`src/rtl/popcount_accumulator.sv`:
```
// popcount_accumulator
// Sums the number of ones (or zeros) across a frame of FRAME_LEN words of
// WIDTH bits each, then offers the frame total to a consumer through a
// valid/ready handshake. The result register is sized so the largest possible
// total (every bit of every word counted) fits without wrapping.

module popcount_accumulator #(
   parameter  int WIDTH     = 3,
   parameter  int FRAME_LEN = 4,
   localparam int CNT_W     = $clog2(WIDTH * FRAME_LEN + 1)
) (
   input  logic             clk_i,
   input  logic             rst_i,
   input  logic             start_i,
   input  logic             mode_i,
   input  logic             in_valid_i,
   output logic             in_ready_o,
   input  logic [WIDTH-1:0] din_i,
   output logic             out_valid_o,
   input  logic             out_ready_i,
   output logic [CNT_W-1:0] count_o,
   output logic             parity_o,
   output logic             busy_o
);

   // Word counter only has to reach FRAME_LEN-1; keep it at least one bit wide
   // so a single-word frame still has a legal register.
   localparam int WC_W = (FRAME_LEN > 1) ? $clog2(FRAME_LEN) : 1;

   localparam logic [WC_W-1:0]  LAST_WORD   = WC_W'(FRAME_LEN - 1);
   localparam logic [CNT_W-1:0] WIDTH_CNT   = CNT_W'(WIDTH);

   typedef enum logic [1:0] {
      IDLE  = 2'd0,
      ACCUM = 2'd1,
      HOLD  = 2'd2
   } state_e;

   state_e           state_q, state_d;
   logic [CNT_W-1:0] acc_q, acc_d;
   logic [WC_W-1:0]  wordCnt_q, wordCnt_d;
   logic             mode_q, mode_d;

   logic             accept;
   logic             lastWord;
   logic [CNT_W-1:0] onesInWord;
   logic [CNT_W-1:0] wordContribution;

   // Number of set bits in one input word. A word can hold at most WIDTH ones,
   // which never exceeds the frame maximum, so CNT_W bits are always enough.
   function automatic logic [CNT_W-1:0] onesOf(input logic [WIDTH-1:0] word);
      logic [CNT_W-1:0] ones;
      ones = '0;
      for (int i = 0; i < WIDTH; i++) begin
         ones = ones + CNT_W'(word[i]);
      end
      return ones;
   endfunction

   // Handshake qualifiers and the per-word amount to add. Zero counting is the
   // complement of the ones count, using the mode latched at frame start so a
   // mid-frame change of mode_i cannot corrupt a running total.
   always_comb begin
      accept           = in_valid_i && (state_q == ACCUM);
      lastWord         = (wordCnt_q == LAST_WORD);
      onesInWord       = onesOf(din_i);
      wordContribution = mode_q ? (WIDTH_CNT - onesInWord) : onesInWord;
   end

   // Next-state and datapath update. Everything holds by default; each state
   // only overrides what it actually changes.
   always_comb begin
      state_d   = state_q;
      acc_d     = acc_q;
      wordCnt_d = wordCnt_q;
      mode_d    = mode_q;

      unique case (state_q)
         IDLE: begin
            if (start_i) begin
               state_d   = ACCUM;
               acc_d     = '0;
               wordCnt_d = '0;
               mode_d    = mode_i;
            end
         end

         ACCUM: begin
            if (accept) begin
               acc_d     = acc_q + wordContribution;
               wordCnt_d = wordCnt_q + WC_W'(1);
               if (lastWord) begin
                  state_d = HOLD;
               end
            end
         end

         HOLD: begin
            if (out_ready_i) begin
               state_d = IDLE;
            end
         end

         default: begin
            state_d = IDLE;
         end
      endcase
   end

   // State and datapath registers. Reset drops any partial frame on the floor,
   // so no stale total is ever presented after it.
   always_ff @(posedge clk_i) begin
      if (rst_i) begin
         state_q   <= IDLE;
         acc_q     <= '0;
         wordCnt_q <= '0;
         mode_q    <= 1'b0;
      end else begin
         state_q   <= state_d;
         acc_q     <= acc_d;
         wordCnt_q <= wordCnt_d;
         mode_q    <= mode_d;
      end
   end

   // Outputs come straight from registers. The total stays visible after the
   // handshake until the next frame clears it, so consumers must qualify it
   // with out_valid_o.
   always_comb begin
      in_ready_o  = (state_q == ACCUM);
      out_valid_o = (state_q == HOLD);
      busy_o      = (state_q != IDLE);
      count_o     = acc_q;
      parity_o    = acc_q[0];
   end

endmodule

```
`config.mk`:
```
export PLATFORM = sky130hd
export DESIGN_NAME = popcount_accumulator
export DESIGN_NICKNAME = d
export VERILOG_FILES = /design/src/rtl/popcount_accumulator.sv
export SDC_FILE = /design/constraint.sdc
export NUM_CORES = 1
export LEC_CHECK = 0
export CAP_MARGIN = 10
export CORE_AREA = 2 2 39 41
export CTS_BUF_LIST = sky130_fd_sc_hd__clkbuf_8
export DETAILED_ROUTE_END_ITERATION = 12
export DIE_AREA = 0 0 41 43
export GPL_TIMING_DRIVEN = 0
export PLACE_DENSITY = 0.8
export REMOVE_ABC_BUFFERS = 1
export SLEW_MARGIN = 25
export SYNTH_ARGS = -nofsm -noshare
export SYNTH_HDL_FRONTEND = slang
export SYNTH_SLANG_ARGS = --single-unit
```
`constraint.sdc`:
```
create_clock -name clk_i -period 2.48 [get_ports clk_i]
set_clock_uncertainty 0.05 [all_clocks]
set_input_delay 0.372 -clock clk_i [delete_from_list [all_inputs] [get_ports clk_i]]
set_output_delay 0.372 -clock clk_i [all_outputs]
set_load 0.005 [all_outputs]
```
metal_stack.png
Scale bar: 10 um.
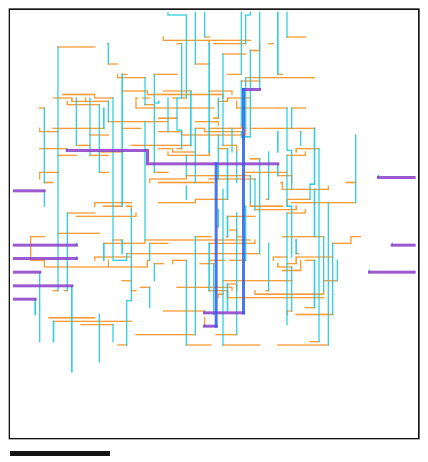
Cyan marks met2, wire length 509 um. Orange marks met1, wire length 442 um. Purple marks met3, wire length 65.2 um. Blue marks met4, wire length 38.8 um.

clock_map.png
Scale bar: 10 um.
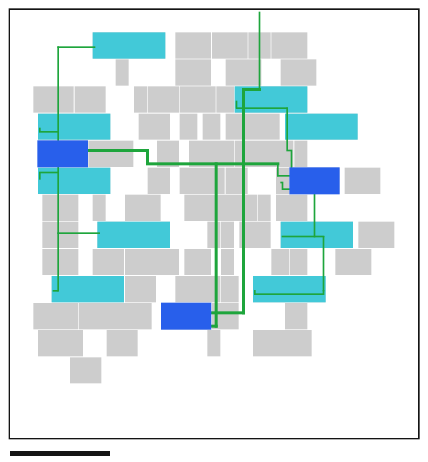
Green marks clock wires, length 168 um. Blue marks cells driving clock nets, count 3. Cyan marks flip-flops, count 9.
There are 4 routed clock nets.

pins.png
Pins as bars across the die edge, other pins in gray.
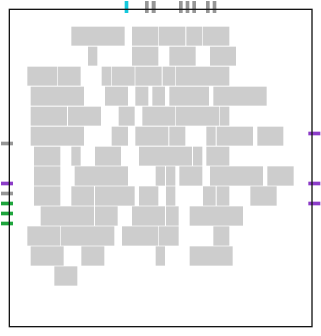
Purple marks `count_o`, pins 4, direction output, edge 3 right, 1 left. Green marks `din_i`, pins 3, direction input, edge left. Cyan marks `out_ready_i`, pins 1, direction input, edge top.

registers.png
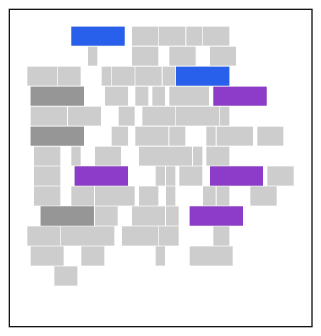
Purple marks `count_o`, placed flops 4. Blue marks `state_q`, placed flops 2.

==> flow_summary.toml <==
# implementation run metrics
[placed_design]
dp_cells = 81
gp_congestion = 0.7098
placed_cell_area_sq_um = 689.4
port_buffers = 16
dp_hpwl_um = 739.3

[power_and_ir_drop]
leakage_nw = 0.3318
irDropWorstVdd_mv = 0.3986

[worst_setup_path]
setup.worst_path.class = "primary input to register"
r2r_cells = 7
cp_max_fo = 2
rrSetupSlack_ps = 710
timing.rr.end = "count_o[2]"
end_kind = "register"
worst_setup_path_start_kind = "primary input"
worstPathArrival_ps = 2410
rr_startpoint = "mode_q"
crit_required_ps = 2560

[final_layout]
final_nets = 86
fill_cells = 128
layout.area.comb_sq_um = 316.6
fin_cells = 87
fin_area_sq_um = 763.2
fin_util_pct = 55.15
final_common_cell = "clkdlybuf4s50_1"
seq_area_sq_um = 180.2
lay_top_cells = "13 x clkdlybuf4s50_1, 9 x dfxtp_1, 7 x inv_1"
drive_gt1_share_pct = 15.49
n_antenna_cell = 0

[clock_tree]
cts_max_level = 1
cts_buffers = 3
clock_sinks = 9
cts-root-buf = "clkbuf_8"
clk_pin_slew_worst_paths_ps = 50
clockBufferDepth = 2

[floorplanning]
rows = 14
io_pins = 17
die_w_um = 41
dieArea_sq_um = 1763
coreArea_sq_um = 1384
die_h_um = 43
initial_core_util_pct = 38.16

[routing]
first_iter_violations = 5
wl_per_cell_um = 12.11
firstDrtPassIters = 4
vias = 423
via_per_inst = 4.862
drc = 0

[flow_run]
warnings = 25

[worst_hold_path]
hold_depth = 1
hold_path_class = "register to register"
min_from = "wordCnt_q[1]"
min_to = "wordCnt_q[1]"

[final_timing]
max_freq_mhz = 430.2
drv_slew = 0
setup_viol = 0
fin_setup_tns_ps = 0
tightestPinTransition_ps = 307.0
rsz0062_at_grt = "no"
timing_hold_violations_final = 0
fin_crit_sh_pct = 93.73
slew_headroom_pct = 79.51
min_period_ps = 2325

[global_route]
grt_pass1_wl_um = 1676
grt_max_degree = 10
track_usage_pct = 15.59
gr-total-overflow = 0
grt_pass1_vias = 383
antenna_found_initial = 0

[yosys]
yosysSeqAreaShare_pct = 34.12
synth_warnings = 0
syn_avg_cell_area_sq_um = 10.35
synth_area_sq_um = 528.0
syn_inst = 51
ys.flops = 9
yosysChipArea_sq_um = 528.0
ys_cells = 51

[status]
status = "finished, final reports clean"
-- per-stage QoR --
stage	setup WS [ps]	hold WS (ps)	power [mW]
after global routing	69.40	450.4	0.4150
after detailed placement	-219.2	425.1	0.2242
after global placement	-216.0	413.4	0.2225
final	155.5	436.2	0.3918
after CTS	17.48	435.3	0.3944
after floorplan	287.6	394.4	0.1921
-- power breakdown --
part | leakage [nW] | internal, mW | switching, mW
registers | 0.0733 | 0.150 | 0.00658
clock network | 0.0269 | 0.108 | 0.0609
logic | 0.232 | 0.0397 | 0.0262
total | 0.332 | 0.298 | 0.0937
-- cells in the mapped netlist --
cell,number,area [sq um]
dfxtp_1,9,180.2
xnor2_1,1,8.760
mux2_2,1,11.26
nor2_1,3,11.26
o21ai_0,1,5.000
nand4b_1,1,8.760
nor3_1,1,5.000
buf_4,1,7.510
mux2i_1,1,10.01
a21oi_4,1,16.27
a32oi_1,1,8.760
nor3b_2,1,12.51
or2_1,2,12.51
inv_1,6,22.52
and3b_1,1,8.760
nor2b_1,2,12.51
fa_1,2,40.04
o21ai_1,1,5.000
ha_1,3,37.54
buf_6,1,11.26
or3_1,1,6.260
a22o_1,3,26.28
xor2_1,2,17.52
a21oi_1,2,10.01
and4bb_1,1,12.51
mux2_4,1,15.01
nand3_1,1,5.000
-- cells by family (layout without fill, tap and decap cells) --
group	Yosys count	count (layout)	synth area share, %
AND/OR/NAND/NOR	14	14	18.01
AND-OR/OR-AND	9	9	13.51
flip-flops	9	9	34.12
buffers and inverters	8	28	7.820
adder cells (fa/ha/maj)	5	5	14.69
XOR/XNOR	3	3	4.977
multiplexers	3	3	6.871
-- worst max-delay path, cell delays in order --
cell and delay, ps:
dlygate4sd2_1 250, fa_1 540, xor2_1 160, ha_2 190, inv_1 50, fa_1 340
and4bb_1 330, xnor2_2 130, nor2_1 50
-- routing by layer --
metal | track usage (%) | vias up | part of all wire (%)
li1 | - | 214 | -
met3 | 7.853 | 4 | 6.2
met5 | 0 | - | 0
met4 | 14.00 | 0 | 3.6
met2 | 20.31 | 14 | 48
met1 | 17.49 | 191 | 42
-- worst max-delay path by stage --
stage	to	start	slack, ps	cells after the start
finish	count_o[2]	din_i[2]	160	9
floorplan	count_o[2]	din_i[0]	290	8
CTS	count_o[2]	din_i[1]	20	9
detailed placement	count_o[2]	din_i[0]	-220	9
global route	count_o[2]	din_i[2]	70	9
global placement	count_o[2]	din_i[0]	-220	9
-- cell type report --
class / instances / area share, %
multi-input combinational: 34 / 41.48
sequential: 9 / 23.61
timing repair buffer: 18 / 23.44
clock buffer: 3 / 5.410
inverter: 6 / 2.951
tap: 16 / 2.623
clock inverter: 1 / 0.4918
-- state kept, by name, summed over array words and instances, names as in the netlist --
name and flops:
count_o 4, state_q 2, wordCnt_q 2, mode_q 1
-- timing repair --
item,in CTS,in global routing
setup endpoints to repair,1,1
resized,2,3
pin swaps,3,4
buffers inserted,1,1
Power is estimated from default activity; no workload was simulated.
